<file path="config.mk">
export PLATFORM = sky130hd
export DESIGN_NAME = instr_fetch_unit
export DESIGN_NICKNAME = d
export VERILOG_FILES = /design/src/rtl/fetch_pkg.sv /design/src/rtl/fetch_fifo.sv /design/src/rtl/instr_fetch_unit.sv
export SDC_FILE = /design/constraint.sdc
export NUM_CORES = 1
export LEC_CHECK = 0
export CAP_MARGIN = 15
export CORE_MARGIN = 8
export CORE_UTILIZATION = 35
export CTS_CLUSTER_SIZE = 16
export DETAILED_ROUTE_END_ITERATION = 6
export SYNTH_ARGS = -nofsm -noshare
export SYNTH_HDL_FRONTEND = slang
export SYNTH_SLANG_ARGS = --single-unit
export TNS_END_PERCENT = 30
</file>
<file path="constraint.sdc">
create_clock -name CLK -period 6.24 [get_ports CLK]
set_clock_uncertainty 0.1 [all_clocks]
set_input_delay 0.624 -clock CLK [delete_from_list [all_inputs] [get_ports CLK]]
set_output_delay 0.624 -clock CLK [all_outputs]
set_load 0.01 [all_outputs]
</file>
<file path="src/rtl/fetch_pkg.sv">
// rtl/fetch_pkg.sv - shared types and constants for the instruction fetch unit
package fetch_pkg;

  localparam logic [31:0] RESET_PC    = 32'h0000_3000;
  localparam logic [31:0] INSTR_BYTES = 32'd4;

  typedef enum logic [1:0] {
    ST_IDLE = 2'd0,
    ST_REQ  = 2'd1,
    ST_DROP = 2'd2
  } fetch_state_t;

  typedef struct packed {
    logic [31:0] pc;
    logic [31:0] instr;
  } fetch_entry_t;

  // Instruction addresses are word aligned; low two bits are discarded.
  function automatic logic [31:0] align_word(input logic [31:0] addr);
    return {addr[31:2], 2'b00};
  endfunction

endpackage

</file>
<file path="src/rtl/fetch_fifo.sv">
// rtl/fetch_fifo.sv - DEPTH x 64-bit instruction buffer with push, pop and flush
module fetch_fifo #(
  parameter int DEPTH = 2
) (
  input  logic                     CLK,
  input  logic                     Reset,
  input  logic                     push,
  input  logic [63:0]              push_data,
  input  logic                     pop,
  input  logic                     flush,
  output logic [63:0]              head_data,
  output logic                     valid,
  output logic [$clog2(DEPTH):0]   count
);

  localparam int AW = $clog2(DEPTH);
  localparam logic [AW-1:0] PTR_ONE = AW'(1);
  localparam logic [AW:0]   CNT_ONE = (AW + 1)'(1);

  logic [63:0]   mem [DEPTH];
  logic [AW-1:0] wr_ptr;
  logic [AW-1:0] rd_ptr;
  logic          push_eff;
  logic          pop_eff;

  // Flush wins over everything; a pop on an empty buffer is ignored.
  assign push_eff = push & ~flush;
  assign pop_eff  = pop & valid & ~flush;

  // Pointer and occupancy bookkeeping.
  always_ff @(posedge CLK or negedge Reset) begin
    if (!Reset) begin
      wr_ptr <= '0;
      rd_ptr <= '0;
      count  <= '0;
    end else if (flush) begin
      wr_ptr <= '0;
      rd_ptr <= '0;
      count  <= '0;
    end else begin
      if (push_eff) wr_ptr <= wr_ptr + PTR_ONE;
      if (pop_eff)  rd_ptr <= rd_ptr + PTR_ONE;
      case ({push_eff, pop_eff})
        2'b10:   count <= count + CNT_ONE;
        2'b01:   count <= count - CNT_ONE;
        default: count <= count;
      endcase
    end
  end

  // Storage array; contents are don't-care until written.
  always_ff @(posedge CLK) begin
    if (push_eff) mem[wr_ptr] <= push_data;
  end

  assign head_data = mem[rd_ptr];
  assign valid     = (count != '0);

endmodule

</file>
<file path="src/rtl/instr_fetch_unit.sv">
// rtl/instr_fetch_unit.sv - fetch FSM between PC register, instruction memory and decode
module instr_fetch_unit #(
  parameter logic [31:0] RESET_PC = fetch_pkg::RESET_PC,
  parameter int          DEPTH    = 2
) (
  input  logic        CLK,
  input  logic        Reset,
  input  logic [31:0] pc_addr,
  output logic [31:0] next_pc,
  input  logic        redirect_valid,
  input  logic [31:0] redirect_target,
  output logic        imem_req,
  output logic [31:0] imem_addr,
  input  logic        imem_ack,
  input  logic [31:0] imem_rdata,
  output logic        inst_valid,
  output logic [31:0] inst_data,
  output logic [31:0] inst_pc,
  input  logic        inst_ready
);

  import fetch_pkg::*;

  localparam int CW = $clog2(DEPTH) + 1;
  localparam logic [CW-1:0] DEPTH_C = CW'(DEPTH);
  localparam logic [CW-1:0] CNT_ONE = CW'(1);

  fetch_state_t state;
  fetch_state_t state_nxt;
  logic [31:0]  addr_nxt;
  logic [31:0]  pc_plus4;
  logic         push;
  logic         pop;
  logic [CW-1:0] count;
  logic [CW-1:0] count_after;
  fetch_entry_t push_entry;
  fetch_entry_t head_entry;
  logic [63:0]  head_data;

  assign pc_plus4 = pc_addr + INSTR_BYTES;

  // A redirect flushes the buffer, so decode must not consume in that cycle.
  assign pop = inst_valid & inst_ready & ~redirect_valid;

  // Occupancy after this cycle's push, accounting for a coincident pop.
  assign count_after = count + CNT_ONE - (pop ? CNT_ONE : '0);

  assign push_entry = '{pc: imem_addr, instr: imem_rdata};
  assign head_entry = fetch_entry_t'(head_data);

  // State register and the held request address.
  always_ff @(posedge CLK or negedge Reset) begin
    if (!Reset) begin
      state     <= ST_IDLE;
      imem_addr <= RESET_PC;
    end else begin
      state     <= state_nxt;
      imem_addr <= addr_nxt;
    end
  end

  // Next-state, request address and push decisions.
  always_comb begin
    state_nxt = state;
    addr_nxt  = imem_addr;
    push      = 1'b0;
    case (state)
      ST_IDLE: begin
        if (!redirect_valid && (count < DEPTH_C)) begin
          state_nxt = ST_REQ;
          addr_nxt  = pc_addr;
        end
      end
      ST_REQ: begin
        if (redirect_valid) begin
          state_nxt = imem_ack ? ST_IDLE : ST_DROP;
        end else if (imem_ack) begin
          push = 1'b1;
          if (count_after < DEPTH_C) begin
            state_nxt = ST_REQ;
            addr_nxt  = pc_plus4;
          end else begin
            state_nxt = ST_IDLE;
          end
        end
      end
      ST_DROP: begin
        if (imem_ack) state_nxt = ST_IDLE;
      end
      default: state_nxt = ST_IDLE;
    endcase
  end

  // Address handed back to the PC register.
  always_comb begin
    next_pc = pc_addr;
    if (!Reset)
      next_pc = RESET_PC;
    else if (redirect_valid)
      next_pc = align_word(redirect_target);
    else if ((state == ST_REQ) && imem_ack)
      next_pc = pc_plus4;
  end

  assign imem_req = (state == ST_REQ) || (state == ST_DROP);

  fetch_fifo #(
    .DEPTH(DEPTH)
  ) u_fifo (
    .CLK       (CLK),
    .Reset     (Reset),
    .push      (push),
    .push_data (push_entry),
    .pop       (pop),
    .flush     (redirect_valid),
    .head_data (head_data),
    .valid     (inst_valid),
    .count     (count)
  );

  assign inst_data = head_entry.instr;
  assign inst_pc   = head_entry.pc;

endmodule

</file>
==> deck_impl_summary.md, run 1 <==
Synthesis and Place & Route Summary

Run status
  • Status: completed

Final layout
  • Flop share of the area: 43.0%
  • NonClk Buf Share: 21.1%
  • Max-area cell class: flip-flops and latches
  • Inverters: 12
  • Non-Filler Instances: 1,130
  • Layout Nets: ~940
  • Area delta synth->final: 40.3%
  • Nonclk buf count: 237
  • Comb area share: a little over a quarter
  • Share of cells above drive strength 1: 17.8%
  • # diodes: 0
  • # fillers: 1,933
  • Top cell excl fill/tap: clkdlybuf4s50_1
  • Layout clock area frac: 5.81%

Die
  • Full die area: 27,800 um^2
  • Core Util at FP: 35.3%
  • Io pins: 231
  • DIE WIDTH: 167 um

Global route
  • Pin count of the biggest net entering global routing: 43
  • First-pass GRT wire length: 37,300 um
  • Vias in the first global route: 6,224
  • GRT overflow: 0

Synthesis
  • Count of flip-flops with a built-in enable after synthesis: 128
  • Most common cell in the netlist: edfxtp_1
  • Post-synth cell types: around 52
  • Synth Seq Share: 60.3%
  • Synth warn: 0
  • Yosys chip area: 7950 um^2
  • Dominant cell area share: 48.3%
  • Netlist Area Pre-Place: just under 8000 um^2
  • Fraction of registers with async set/reset: 22.9%
  • Dominant Register Cell: edfxtp_1
  • Top cells by count: edfxtp_1, mux2_2, nand2_1, dfrtp_1, o21ai_0
  • Most area-hungry cell type in the Yosys netlist: edfxtp_1
  • Flops after synth: 166

Final timing
  • Fin Setup TNS: 0 ns
  • Count of final setup violators: 0
  • Final worst path period need: between 4 and 5 ns
  • Final WS setup: 1.61 ns
  • Max-slew violations: 0
  • RSZ-0062 raised after global routing: no
  • Final Hold Viols: 0
  • Slew Limit Headroom: 26.0%
  • Final period util: 74.2%

Place
  • Detailed Place HPWL: 17,300 um
  • Dpl cells: 1,098
  • Placed cell area: roughly 11,000 um^2
  • GP Congestion: 0.811
  • Setup slack at placement: 1.83 ns

Worst setup path
  • CP Cell Sequence: inv_1, ha_1, nand2_1, nor3_1, nand2_1, xor2_1, a21oi_1, clkdlybuf4s50_1
  • Critical path arrival: a little under 4 ns
  • Crit path top cell by count: nand2_1
  • CP Launch Type: flop
  • Critical path class: reg2out
  • CP peak stage delay: between 0.6 and 0.7 ns
  • CP required: 5.52 ns
  • Worst Path Buf+Inv: 2
  • Crit end category: output pin
  • Slowest cell on the critical path: nor3_1

Power
  • Clock Power Share: a little over a quarter
  • Combinational Power Share: a little over a third
  • Sequential Power: 1.65 mW
  • Power, Total: 4.42 mW
  • PwrDens: 396 nW/um^2
  • Sw frac: 30.9%
  • Flop pwr share: 37.3%
  • Max power group: registers
  • Clk pwr: about 1.2 mW
  • LEAKAGE: a little under 4 nW

Flow run
  • Tool Warnings: 30
  • Maxcap violations: 0

Routing
  • Residual DRC: 0
  • Routed Antenna Nets: 0
  • Wire per inst: 21.2 um
  • DR iter-0 viols: 322
  • Drt pass-1 iters: 5
  • DR vias/cell: 5.12

CTS
  • CTS tree: built
  • Root Buffer: clkbuf_16
  • Post_cts resized: 0
  • H-tree levels: 4
  • Clock Tree Buf Depth: 2
  • Insertion delay at the late pin of the worst-skew pair: 0.43 ns
  • Sink Count: 166
  • Hold Buf Count CTS: 0
  • Num CTS Buffers: 17
  • CTS clk-pin slew, worst paths: roughly 0.070 ns
  • Post-CTS Setup Bufs: 0

Worst hold path
  • Hold crit path type: in2async
-- run 1: through the flow --
step | hold WS (ns) | util [%]
final | 0.172 | 49.6
after global routing | 0.214 | 49.6
after CTS | 0.181 | 49.6
after detailed placement | 0.391 | 46.7
after floorplan | 0.228 | -
after global placement | 0.372 | 46.7
-- run 1: kinds of logic (layout without fill, tap and decap cells) --
| family | count (synthesis) | in the layout | synth area share, % |
|---|---|---|---|
| buffers and inverters | 50 | 281 | 2.71 |
| adders and majority gates | 5 | 5 | 0.787 |
| and+or+nand+nor | 171 | 171 | 11.4 |
| muxes | 96 | 96 | 13.5 |
| DFF | 166 | 166 | 60.3 |
| AOI/OAI and AO/OA | 71 | 71 | 5.05 |
| xor gates and xnor gates | 55 | 55 | 6.15 |
-- run 1: metal layers --
metal  global-route usage (%)  wire (um)  up-vias
met4                     3.56        178        0
met2                     28.1      11300      218
met5                        0          0        -
met1                     22.4      11100     2853
li1                         -          -     2695
met3                     4.61       1460       17
-- run 1: registers in the layout, indices dropped and copies added (netlist names) --
signal and count:
u_fifo.wr_ptr 1, u_fifo.rd_ptr 1, u_fifo.mem 128, state 2, imem_addr 32, u_fifo.count 2
-- run 1: worst paths after layout --
kind | depth (start not counted) | endpoint | slack, ns | start
setup / recovery | 8 | next_pc[15] | 1.61 | state[1]
hold / removal | 1 | u_fifo.rd_ptr | 0.17 | Reset
setup reg to reg | 6 | u_fifo.mem[1][36] | 2.78 | state[1]
hold reg to reg | 0 | u_fifo.mem[1][56] | 0.39 | imem_addr[24]
max in group asynchronous | 2 | imem_addr[13] | 4.97 | Reset
min in group CLK | 0 | u_fifo.mem[1][56] | 0.39 | imem_addr[24]
run_1/pdn.png
The bar under the picture is 50 um long. Pins as bars on the die edge. Tap cells in gray.
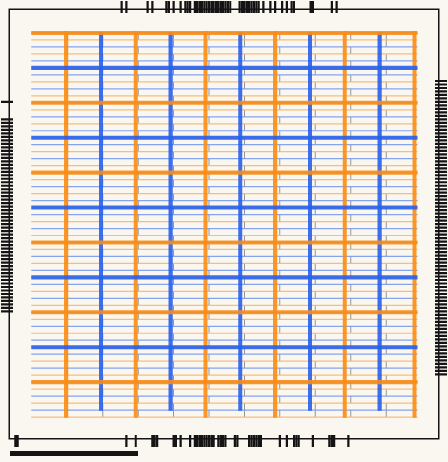
Blue stands for VDD. Orange stands for VSS.
285 tap cells. 56 met1 rails follow the rows. 11 straps on met5. The core has 55 rows.
Core Region: 22,500 um^2
die height: 167 um

run_1/final_congestion.png
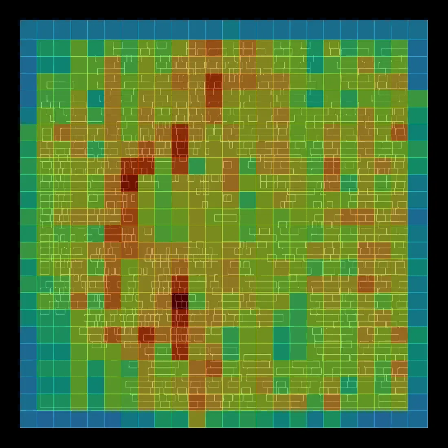
final core utilization: 49.6%
met1 Resource Use GR: 22.4%
GRT Total Usage: 17.1%

run_1/met4.png
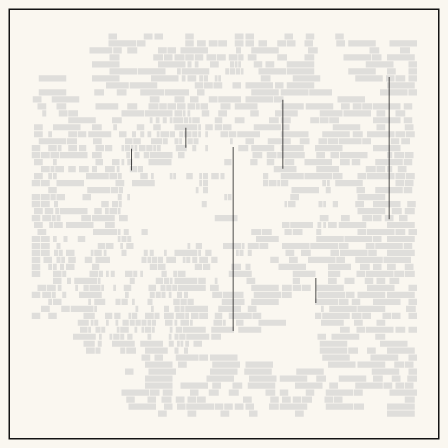
The layer carries 178 um of wire. The longest straight run is 71.4 um. The wires run mostly vertical. The layer holds 0.74% of the routed length. 3 nets have wire on it.
DR vias: 5,783
total routed wirelength: 24,000 um

run_1/zoom.png
Window x 113 to 138, y 29 to 54 um. Cells in gray, sequential cells in the stronger gray; small squares are vias.
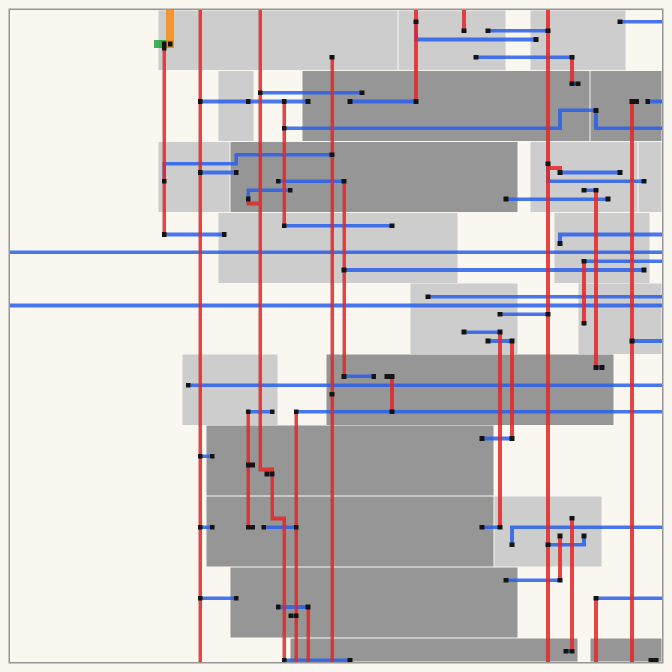

## Run 2: what changed since run 1
Clock period 6.24 ns to 4.4 ns, I/O delays scaled along.
run_2/zoom.png
Window x 113 to 138, y 29 to 54 um. Cells in gray, sequential cells in the stronger gray; small squares are vias.
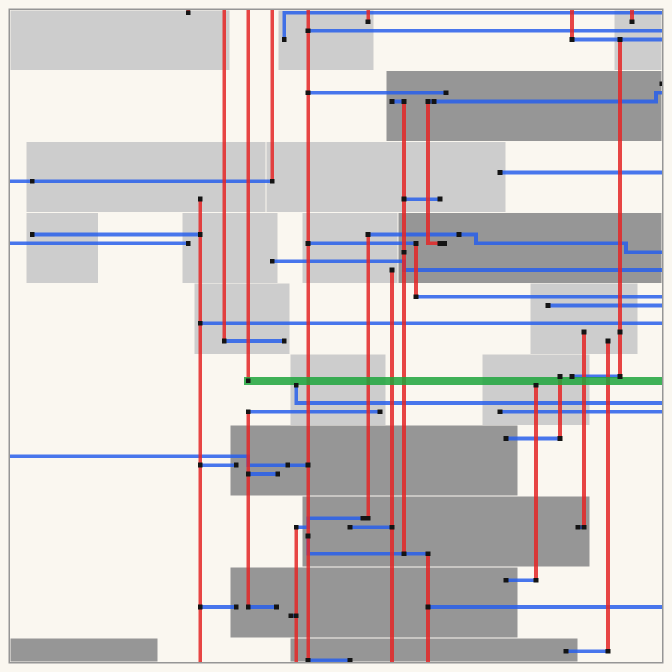
Blue stands for met1. Red stands for met2. Green stands for met3.
16 logic cells have their middle in the window. Netlist names of flops here include `u_fifo.mem` (5). Most frequent: clkdlybuf4s50_1 (5), edfxtp_1 (5), clkbuf_16 (3). Sequential cells in the window: 5.

run_2/metal_stack.png
Only two layers are drawn.
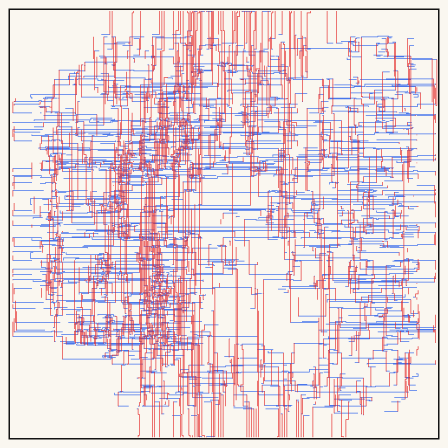
Red stands for met2, wire length 11,300 um. Blue stands for met1, wire length 10,800 um.
wire per inst: 21.3 um
total routed wirelength: 24,200 um
GRT Total Usage: 17.2%
DR vias: 5,830

==> deck_impl_summary.md, run 2 <==
Synthesis and Place & Route Summary

Final timing
  • Final WS setup: 0.620 ns
  • Slew Limit Headroom: between 20% and 30%
  • Count of final setup violators: 0
  • Final worst path period need: 3.78 ns
  • Final period util: around 86%
  • Final Hold Viols: 0
  • Max-slew violations: 0
  • Fin Setup TNS: 0 ns

Synthesis
  • Synth warn: 0
  • Ao+oa area frac: 5.05%
  • Dominant Register Cell: edfxtp_1
  • Synth Seq Share: 60.3%
  • Netlist Area Pre-Place: 7950 um^2
  • Dominant cell area share: between 40% and 50%
  • Count of flip-flops with a built-in enable after synthesis: 128
  • Flops after synth: 166
  • Adder share: 0.787%
  • Basic Gates by Area: between 10% and 20%
  • Top cells by count: edfxtp_1, mux2_2, nand2_1, dfrtp_1, o21ai_0
  • Dominant comb cell: multiplexers
  • Yosys chip area: 7950 um^2
  • Mux share: 13.5%
  • Most common cell in the netlist: edfxtp_1
  • Most area-hungry cell type in the Yosys netlist: edfxtp_1
  • Fraction of registers with async set/reset: between 20% and 30%

CTS
  • Root Buffer: clkbuf_16
  • Clock Tree Buf Depth: 2
  • Num CTS Buffers: 17
  • Sink Count: 166
  • CTS tree: built
  • Insertion delay at the late pin of the worst-skew pair: 0.42 ns
  • CTS clk-pin slew, worst paths: 0.07 ns
  • Hold Buf Count CTS: 1
  • Post-CTS Setup Bufs: 0
  • H-tree levels: 4
  • Post_cts resized: 0

Flow run
  • Maxcap violations: 0
  • Tool Warnings: 30

Routing
  • Routed Antenna Nets: 0
  • DR vias/cell: 5.13
  • Residual DRC: 0
  • Drt pass-1 iters: 5

Worst setup path
  • CP peak stage delay: 0.69 ns
  • Crit path top cell by count: nand2_1
  • Crit end category: output pin
  • CP Launch Type: flop
  • CP required: approximately 3.9 ns
  • Slowest cell on the critical path: nor3_1

Final layout
  • Non-Filler Instances: roughly 1,100
  • Layout Nets: between 900 and 1,000
  • Largest regs: u_fifo.mem x128, imem_addr x32
  • Final core utilization: about half
  • Biggest register: u_fifo.mem
  • Share of cells above drive strength 1: 18.2%
  • Top cell excl fill/tap: clkdlybuf4s50_1

Power
  • PwrDens: 552 nW/um^2
  • Power, Total: approximately 6 mW

Place
  • Placed cell area: 10,600 um^2
  • Dpl cells: 1,104
  • Setup slack at placement: 0.636 ns
  • Detailed Place HPWL: 17,400 um

Run status
  • Status: completed

Die
  • Io pins: ~230
  • Full die area: 27,800 um^2
  • Core Util at FP: 35.3%
  • DIE WIDTH: 167 um
  • Die height: about 170 um

Worst hold path
  • Hold crit path type: reg2reg

Global route
  • Vias in the first global route: 6,226
  • First-pass GRT wire length: between 30,000 and 40,000 um
==> run 2: cell types whose count changed in the layout (fill, tap and decap cells not counted), sizes merged <==
cell and change:
buf +6, bufinv -2, clkbuf -1, clkinv +2
clkinvlp +1, dlygate4sd3 +1
==> run 2: worst max-delay path, delay by kind of cell, from the launching register on <==
family / cells / cell delay [ns]
and+or+nand+nor: 3 / 1.26
adders and majority gates: 1 / 0.17
buffers and inverters: 2 / 0.67
xor gates and xnor gates: 1 / 0.18
AOI/OAI and AO/OA: 1 / 0.16
DFF: 1 / 0.39
==> run 2: final cells by class <==
| class | instances | area [um^2] |
|---|---|---|
| Multi-Input combinational cell | 398 | 2960 |
| Clock inverter | 14 | 161 |
| Sequential cell | 166 | 4800 |
| Clock buffer | 18 | 429 |
| Inverter | 12 | 45.0 |
| Tap cell | 285 | 357 |
| Timing Repair Buffer | 244 | 2400 |
| Fill cell | 1988 | 11400 |
==> run 2: worst paths after layout <==
check	from	depth (start not counted)	endpoint	slack, ns
worst max register to register	state[1]	6	u_fifo.mem[1][37]	1.57
worst max-delay path	state[1]	8	next_pc[15]	0.62
worst min-delay path	imem_addr[3]	0	u_fifo.mem[1][35]	0.40
min in group asynchronous	Reset	2	imem_addr[15]	0.41
worst min register to register	imem_addr[3]	0	u_fifo.mem[1][35]	0.40
max in group asynchronous	Reset	3	imem_addr[12]	3.07
==> run 2: layer usage <==
metal	routed length, um	part of all wire [%]	global-route usage (%)
met2	11300	47	28.4
met1	10800	45	21.1
met5	0	0	0
met4	380	1.6	4.66
met3	1690	7.0	5.79
==> run 2: where the power goes <==
group	switching, mW	internal, mW	leakage [nW]
clock	0.663	0.854	0.285
combinational	1.03	1.26	1.95
sequential	0.252	2.10	1.61
total	1.95	4.21	3.85
run_2/pdn.png
The bar under the picture is 50 um long. Pins as bars on the die edge. Tap cells in gray.
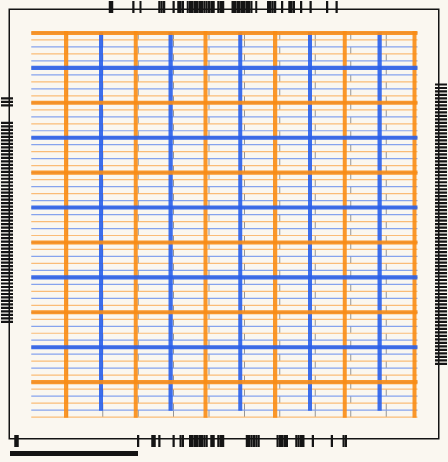

## Run 3: what changed since run 2
Settings changed: CORE_ASPECT_RATIO from default to 0.75, CORE_MARGIN 8 to 2, CTS_CLUSTER_SIZE 16 to default.
run_3/pdn.png
The bar under the picture is 50 um long. Pins as bars on the die edge. Tap cells in gray.
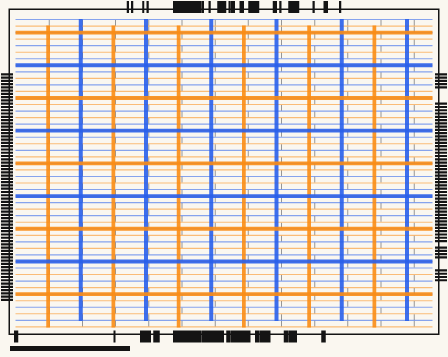
Blue stands for VDD. Orange stands for VSS.
9 straps on met5. 48 met1 rails follow the rows. The core has 47 rows. 231 signal pins sit on the boundary.
DIE WIDTH: 178 um
worst IR drop on VDD: 0.000276 V
Core Region: 22,200 um^2

run_3/zoom.png
Window x 121 to 146, y 21 to 46 um. Cells in gray, sequential cells in the stronger gray; small squares are vias.
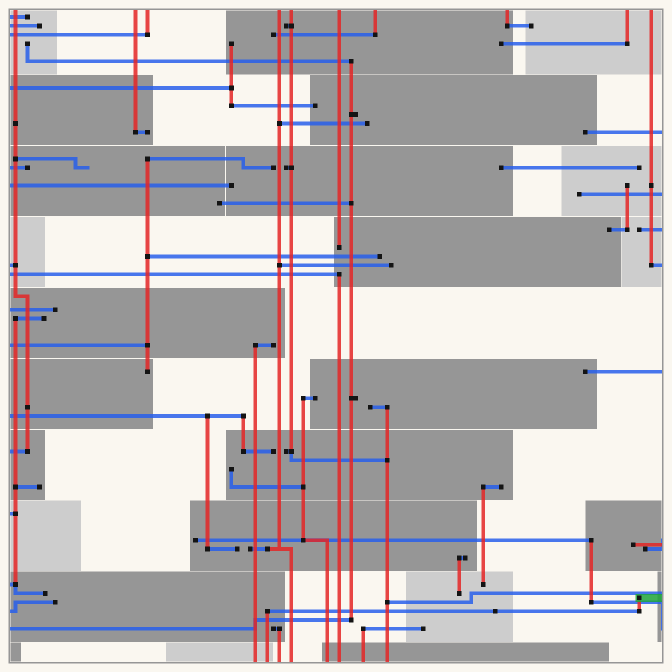

==> deck_impl_summary.md, run 3 <==
Synthesis and Place & Route Summary

CTS
  • Root Buffer: clkbuf_16
  • Post_cts resized: 0
  • Hold Buf Count CTS: 0
  • Insertion delay at the late pin of the worst-skew pair: about 0.43 ns
  • CTS clk-pin slew, worst paths: about 0.08 ns
  • H-tree levels: 4
  • Sink Count: between 150 and 200
  • Num CTS Buffers: 17
  • Clock Tree Buf Depth: 2
  • Post-CTS Setup Bufs: 0
  • CTS tree: built

Synthesis
  • Synth warn: 0
  • Dominant Register Cell: edfxtp_1
  • Top cells by area: edfxtp_1, mux2_2, dfrtp_1, xor2_1, xnor2_1
  • Yosys chip area: 7950 um^2
  • XOR Share, Synth: around 6.2%
  • Post-Synthesis Cells: 614
  • Dominant comb cell: multiplexers
  • Flops after synth: 166
  • Count of flip-flops with a built-in enable after synthesis: about 130
  • Netlist Area Pre-Place: ~8000 um^2
  • Post-synth cell types: 52
  • Synth Area per Inst: 12.9 um^2
  • Synth Seq Share: between 60% and 70%
  • Top cells by count: edfxtp_1, mux2_2, nand2_1, dfrtp_1, o21ai_0
  • Dominant cell area share: 48.3%
  • Most common cell in the netlist: edfxtp_1
  • Basic Gates by Area: 11.4%
  • Most area-hungry cell type in the Yosys netlist: edfxtp_1
  • Adder share: 0.787%
  • Fraction of registers with async set/reset: 22.9%
  • Mux share: 13.5%
  • Ao+oa area frac: 5.05%

Final timing
  • Final worst path period need: 3.71 ns
  • Worst hold slack: 0.00597 ns
  • RSZ-0062 raised after global routing: no
  • Final period util: 84.3%
  • Count of final setup violators: 0
  • Worst-margin pin slew: 0.991 ns
  • Slew Limit Headroom: 33.9%
  • Fin Setup TNS: 0 ns
  • Max-slew violations: 0
  • Final Hold Viols: 0

Worst setup path
  • R2R depth: 8
  • Reg2Reg Launch Point: u_fifo.count[1]
  • CP peak stage delay: 0.69 ns
  • Crit path top cell by count: clkdlybuf4s50_1
  • Critical path arrival: ~3.2 ns
  • Critical path class: in2out
  • Worst Path Buf+Inv: 2
  • Slowest cell on the critical path: or4_1
  • CP required: ~3.9 ns
  • Top cell family by delay on the critical path: simple AND/OR/NAND/NOR gates
  • Flop-to-flop setup slack: 1.65 ns
  • CP Cell Sequence: clkdlybuf4s50_1, nand3_1, or4_1, nor4_1, xnor2_1, a21oi_1, clkdlybuf4s50_1
  • Reg-to-reg endpoint: imem_addr[10]
  • CP Launch Type: input port
  • Crit end category: output pin

Routing
  • DR vias: 5,761
  • Routed Antenna Nets: 0
  • Drt pass-1 iters: 5
  • DR vias/cell: approximately 5
  • DR iter-0 viols: roughly 340
  • Wire per inst: just under 20 um
  • Total routed wirelength: 22,400 um
  • Residual DRC: 0

Global route
  • Vias in the first global route: 6,012
  • First-pass GRT wire length: 34,000 um
  • GRT overflow: 0
  • Pin count of the biggest net entering global routing: between 60 and 70
  • GRT Total Usage: a little under a fifth

Flow run
  • Maxcap violations: 0
  • Tool Warnings: 30

Final layout
  • Area delta synth->final: 40.7%
  • # diodes: 0
  • Share of cells above drive strength 1: between 15 and 20%
  • Top cell excl fill/tap: clkdlybuf4s50_1
  • Layout Nets: 943
  • Largest register FFs: 128
  • Final core utilization: 50.4%
  • Design Area, Final: 11,200 um^2
  • Biggest register: u_fifo.mem

Power
  • Power, Total: 6.19 mW
  • PwrDens: ~550 nW/um^2
  • LEAKAGE: between 3 and 4 nW

Die
  • Core Util at FP: roughly 36%
  • Io pins: 231
  • Full die area: 23,900 um^2

Place
  • Placed cell area: 10,500 um^2
  • Detailed Place HPWL: 15,800 um
  • GP Congestion: 0.828

Run status
  • Status: completed

Worst hold path
  • Hold crit path type: in2async
[run 3: cell counts after synthesis]
Identical to the previous run, type by type.
[run 3: cell families (layout without fill, tap and decap cells)]
kind of cell,after synthesis,in the layout
compound gates,71,71
simple gates,171,171
fa+ha+maj,5,5
flops,166,166
mux,96,96
buf+inv,50,286
xor+xnor,55,55
[run 3: worst max-delay path by stage]
stage,from,endpoint,slack [ns],depth (start not counted)
floorplan,state[1],u_fifo.mem[0][0],0.25,6
global placement,pc_addr[15],next_pc[22],0.71,7
detailed placement,pc_addr[15],next_pc[22],0.70,7
CTS,state[1],next_pc[19],0.70,9
global route,pc_addr[2],next_pc[14],0.47,8
finish,pc_addr[15],next_pc[22],0.69,7
[run 3: area by class of cell]
class / count / area [um^2]
Sequential cell: 166 / 4800
Fill cell: 1933 / 11000
Multi-Input combinational cell: 398 / 2960
Inverter: 12 / 45.0
Timing Repair Buffer: 242 / 2380
Clock inverter: 15 / 203
Tap cell: 294 / 368
Clock buffer: 17 / 425
[run 3: routing by layer]
metal | global-route usage, % | vias to the layer above | routed length (um)
li1 | - | 2713 | -
met1 | 25.9 | 2782 | 10000
met2 | 29.3 | 249 | 10200
met3 | 5.66 | 17 | 1970
met4 | 5.42 | 0 | 249
met5 | 0 | - | 0
[run 3: report_power, final]
group	switching (mW)	internal [mW]
logic	0.958	1.26
clock network	0.711	0.828
registers	0.335	2.10
total	2.00	4.18
[run 3: stage by stage]
step	cells	setup WS (ns)
after floorplan	614	0.249
after global placement	1111	0.710
after detailed placement	1111	0.701
after CTS	1143	0.696
after global routing	1144	0.473
final	1144	0.691
No activity file was given, so power comes from the tool's default toggle rates.
